===== src/rtl/detect_sched.sv =====
// rtl/detect_sched.sv - two-requester frame scheduler with embedded repeat-bit detector
//
// Purpose: grants one of two requesters, clears an embedded detector, captures
// FRAME_LEN serial bits from the granted requester and counts bits that repeat
// the previous bit of the same frame. It reports the result with a done pulse,
// or pulses abort when the owner drops its request mid-frame.
//
// Optional feature macro: FIXED_PRIO_EN (requester 0 always wins; no pointer).
//
// Ports:
//   clk        - sole clock, rising edge
//   reset      - asynchronous active-low reset
//   req[1:0]   - per-requester frame request, held until done or abort
//   w0, w1     - serial data bits from requester 0 / 1
//   gnt[1:0]   - one-hot grant, 00 when no owner
//   busy       - high in every state except IDLE
//   done       - one-cycle frame-finished pulse
//   done_id    - requester of the last finished frame
//   match_cnt  - repeat count of the last finished frame
//   abort      - one-cycle pulse when the owner dropped req mid-frame

module detect_sched #(
    parameter int FRAME_LEN = 8
) (
    input  logic       clk,
    input  logic       reset,
    input  logic [1:0] req,
    input  logic       w0,
    input  logic       w1,
    output logic [1:0] gnt,
    output logic       busy,
    output logic       done,
    output logic       done_id,
    output logic [3:0] match_cnt,
    output logic       abort
);

    typedef enum logic [3:0] {
        IDLE  = 4'b0001,
        CLEAR = 4'b0010,
        RUN   = 4'b0100,
        DONE  = 4'b1000
    } state_t;

    localparam logic [3:0] LAST_BIT = 4'(FRAME_LEN - 1);

    state_t     state_q, state_d;
    logic [1:0] gnt_q, gnt_d;
    logic       owner_q, owner_d;
    logic [3:0] bit_cnt_q, bit_cnt_d;
    logic [3:0] run_cnt_q, run_cnt_d;
    logic       prev_q, prev_d;
    logic       busy_q, busy_d;
    logic       done_q, done_d;
    logic       done_id_q, done_id_d;
    logic [3:0] match_cnt_q, match_cnt_d;
    logic       abort_q, abort_d;

    logic       winner;
    logic       cur_bit;
    logic       owner_req;
    logic       is_match;
    logic [3:0] cnt_next;

`ifdef FIXED_PRIO_EN
    // Requester 0 wins any tie; requester 1 only wins when alone.
    assign winner = ~req[0];
`else
    // Round-robin: last_q holds the requester of the last completed frame.
    logic last_q, last_d;
    assign winner = (req == 2'b11) ? ~last_q : req[1];
`endif

    assign cur_bit   = owner_q ? w1 : w0;
    assign owner_req = req[owner_q];
    // Bit 0 of a frame has no predecessor, so it can never match.
    assign is_match  = (bit_cnt_q != 4'd0) && (cur_bit == prev_q);
    assign cnt_next  = run_cnt_q + {3'b000, is_match};

    always_comb begin
        state_d     = state_q;
        gnt_d       = gnt_q;
        owner_d     = owner_q;
        bit_cnt_d   = bit_cnt_q;
        run_cnt_d   = run_cnt_q;
        prev_d      = prev_q;
        busy_d      = busy_q;
        done_d      = 1'b0;
        done_id_d   = done_id_q;
        match_cnt_d = match_cnt_q;
        abort_d     = 1'b0;
`ifndef FIXED_PRIO_EN
        last_d      = last_q;
`endif
        case (state_q)
            IDLE: begin
                if (|req) begin
                    state_d = CLEAR;
                    owner_d = winner;
                    gnt_d   = winner ? 2'b10 : 2'b01;
                    busy_d  = 1'b1;
                end
            end
            CLEAR: begin
                if (!owner_req) begin
                    state_d = IDLE;
                    gnt_d   = 2'b00;
                    busy_d  = 1'b0;
                    abort_d = 1'b1;
                end else begin
                    state_d   = RUN;
                    bit_cnt_d = 4'd0;
                    run_cnt_d = 4'd0;
                    prev_d    = 1'b0;
                end
            end
            RUN: begin
                if (!owner_req) begin
                    state_d = IDLE;
                    gnt_d   = 2'b00;
                    busy_d  = 1'b0;
                    abort_d = 1'b1;
                end else begin
                    prev_d    = cur_bit;
                    run_cnt_d = cnt_next;
                    bit_cnt_d = bit_cnt_q + 4'd1;
                    if (bit_cnt_q == LAST_BIT) begin
                        state_d     = DONE;
                        gnt_d       = 2'b00;
                        done_d      = 1'b1;
                        done_id_d   = owner_q;
                        match_cnt_d = cnt_next;
`ifndef FIXED_PRIO_EN
                        last_d      = owner_q;
`endif
                    end
                end
            end
            DONE: begin
                // Requests seen here are ignored; arbitration restarts in IDLE.
                state_d = IDLE;
                busy_d  = 1'b0;
            end
            default: begin
                state_d = IDLE;
                gnt_d   = 2'b00;
                busy_d  = 1'b0;
            end
        endcase
    end

    always_ff @(posedge clk or negedge reset) begin
        if (!reset) begin
            state_q     <= IDLE;
            gnt_q       <= 2'b00;
            owner_q     <= 1'b0;
            bit_cnt_q   <= 4'd0;
            run_cnt_q   <= 4'd0;
            prev_q      <= 1'b0;
            busy_q      <= 1'b0;
            done_q      <= 1'b0;
            done_id_q   <= 1'b0;
            match_cnt_q <= 4'd0;
            abort_q     <= 1'b0;
`ifndef FIXED_PRIO_EN
            // "Last granted = 1" makes requester 0 win the first tie.
            last_q      <= 1'b1;
`endif
        end else begin
            state_q     <= state_d;
            gnt_q       <= gnt_d;
            owner_q     <= owner_d;
            bit_cnt_q   <= bit_cnt_d;
            run_cnt_q   <= run_cnt_d;
            prev_q      <= prev_d;
            busy_q      <= busy_d;
            done_q      <= done_d;
            done_id_q   <= done_id_d;
            match_cnt_q <= match_cnt_d;
            abort_q     <= abort_d;
`ifndef FIXED_PRIO_EN
            last_q      <= last_d;
`endif
        end
    end

    assign gnt       = gnt_q;
    assign busy      = busy_q;
    assign done      = done_q;
    assign done_id   = done_id_q;
    assign match_cnt = match_cnt_q;
    assign abort     = abort_q;

endmodule

===== config.mk =====
export PLATFORM = sky130hd
export DESIGN_NAME = detect_sched
export DESIGN_NICKNAME = d
export VERILOG_FILES = /design/src/rtl/detect_sched.sv
export SDC_FILE = /design/constraint.sdc
export NUM_CORES = 1
export LEC_CHECK = 0
export ABC_AREA = 1
export CAP_MARGIN = 20
export CORE_MARGIN = 2
export CORE_UTILIZATION = 55
export DETAILED_ROUTE_END_ITERATION = 10
export GPL_ROUTABILITY_DRIVEN = 0
export PLACE_DENSITY = 0.9
export SETUP_SLACK_MARGIN = 0.1
export SYNTH_ARGS = -nofsm -noshare
export SYNTH_HDL_FRONTEND = slang
export SYNTH_SLANG_ARGS = --single-unit
export TNS_END_PERCENT = 1

===== constraint.sdc =====
create_clock -name clk -period 2.95 [get_ports clk]
set_clock_uncertainty 0.2 [all_clocks]
set_input_delay 0.7375 -clock clk [delete_from_list [all_inputs] [get_ports clk]]
set_output_delay 0.7375 -clock clk [all_outputs]
set_load 0.1 [all_outputs]

==> out/results.tsv <==
stage	metric	value	unit
place	portBuffers	15	
synth	ff_type	dfrtp_1	
setup_path	crit_required	2980	ps
global_routing	busiest_layer	met2	
flow_run	warning_count	27	
global_routing	grtUsageMet2	0.398	
synth	synthesis.area	1210	um^2
setup_path	critPathCaptureType	flop	
floorplan	io_pins	16	
layout	nonClockBufferCount	16	
setup_path	startpoint	w0	
synth	yosysSeqAreaShare	0.518	
global_routing	overflow	0	
layout	clkbuf_count	3	
clocking	cts.clk_slew.worst_paths	150	ps
synth	fp_nets	139	
synth	edf_count	0	
layout	comb_cells	88	
pwr	top_power_group	combinational logic	
sta	relSlewSlack	0.786	
synth	ys_sh_adder	0.0413	
place	dp_cells	172	
layout	n_antenna_cell	0	
route	wirelength	2300	um
synth	ys_top_cells_by_count	nand2_1 (35), dfrtp_1 (23), inv_1 (12)	
synth	synthSimpleGateAreaFrac	0.263	
global_routing	grt_max_degree	26	
clocking	cts_hold_buf	0	
synth	top_area_frac	0.475	
layout	final_cells	176	
sta	post-route-min-period	2330	ps
floorplan	initCoreUtil	0.600	
floorplan	tap_cells	27	
global_routing	grt_pass1_wl	4240	um
synth	ys_top_logic_family	simple AND/OR/NAND/NOR gates	
pwr	pwr.group.clock	0.167	mW
pwr	power_frac_comb	0.452	
status	outcome	completed	
route	drt-met1-wl	983	um
clocking	post_cts_buffers	0	
global_routing	grt_usage	0.219	
clocking	cts.path.max_buffers	2	
floorplan	chipArea	2600	um^2
layout	synthToLayoutAreaGrowth	16.3	%
layout	lay_top_cells	nand2_1 (35), dfrtp_1 (23), inv_1 (12)	
global_routing	grtUsageMet3	0.0351	
setup_path	crit_chain	clkdlybuf4s50_1 -> nand2_1 -> nand2_1 -> o22ai_1 -> a21oi_1 -> ha_1 -> ha_1 -> xnor2_1 -> o21ai_0	
setup_path	rrSetupSlack	860	ps
global_routing	antenna_found_initial	0	
layout	fin_util	0.697	
layout	largest_cell_class	registers	
pwr	leakagePower	0.769	nW
layout	final-nonclk-buf-share	0.0941	
sta	maxSlewViolCount	0	
sta	holdWs	289	ps
layout	fillCellCount	146	
clocking	clock_sinks	25	
setup_path	cp_top_family	adder cells	
synth	top_area_cell	dfrtp_1	
route	firstDrtPassIters	4	
met2.png
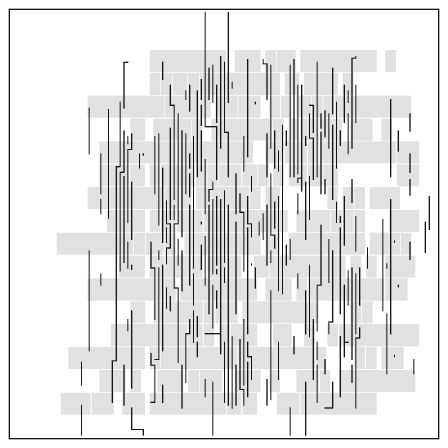
wire length on this layer = 1190 um
longest straight run = 23.8 um
main direction = vertical

clock_map.png
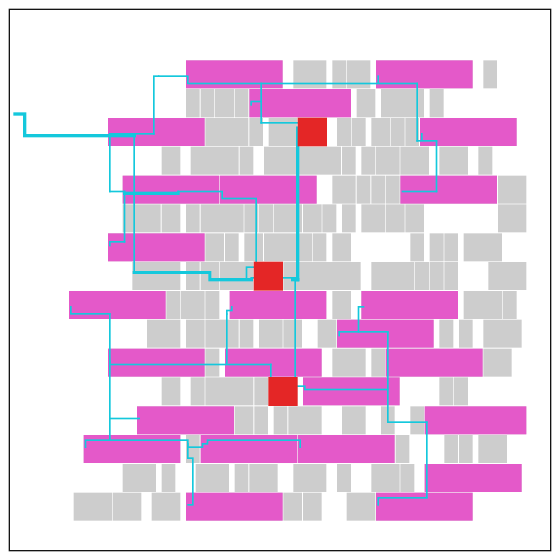
cyan -> clock wires  # length 284 um
red -> cells driving clock nets  # count 3
magenta -> flip-flops  # count 25
routed clock nets = 4

gate_families.png
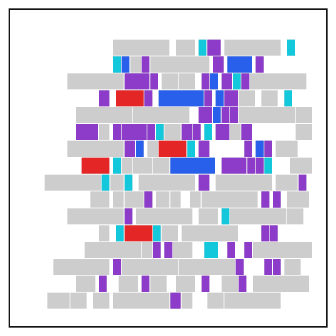
cyan -> inverters  # cells 16, most used inv_1
red -> adder and majority cells  # cells 4, most used ha_1, where middle
blue -> NOR gates  # cells 9, most used nor2_1
purple -> NAND gates  # cells 52, most used nand2_1

No activity file was given, so power comes from the tool's default toggle rates.
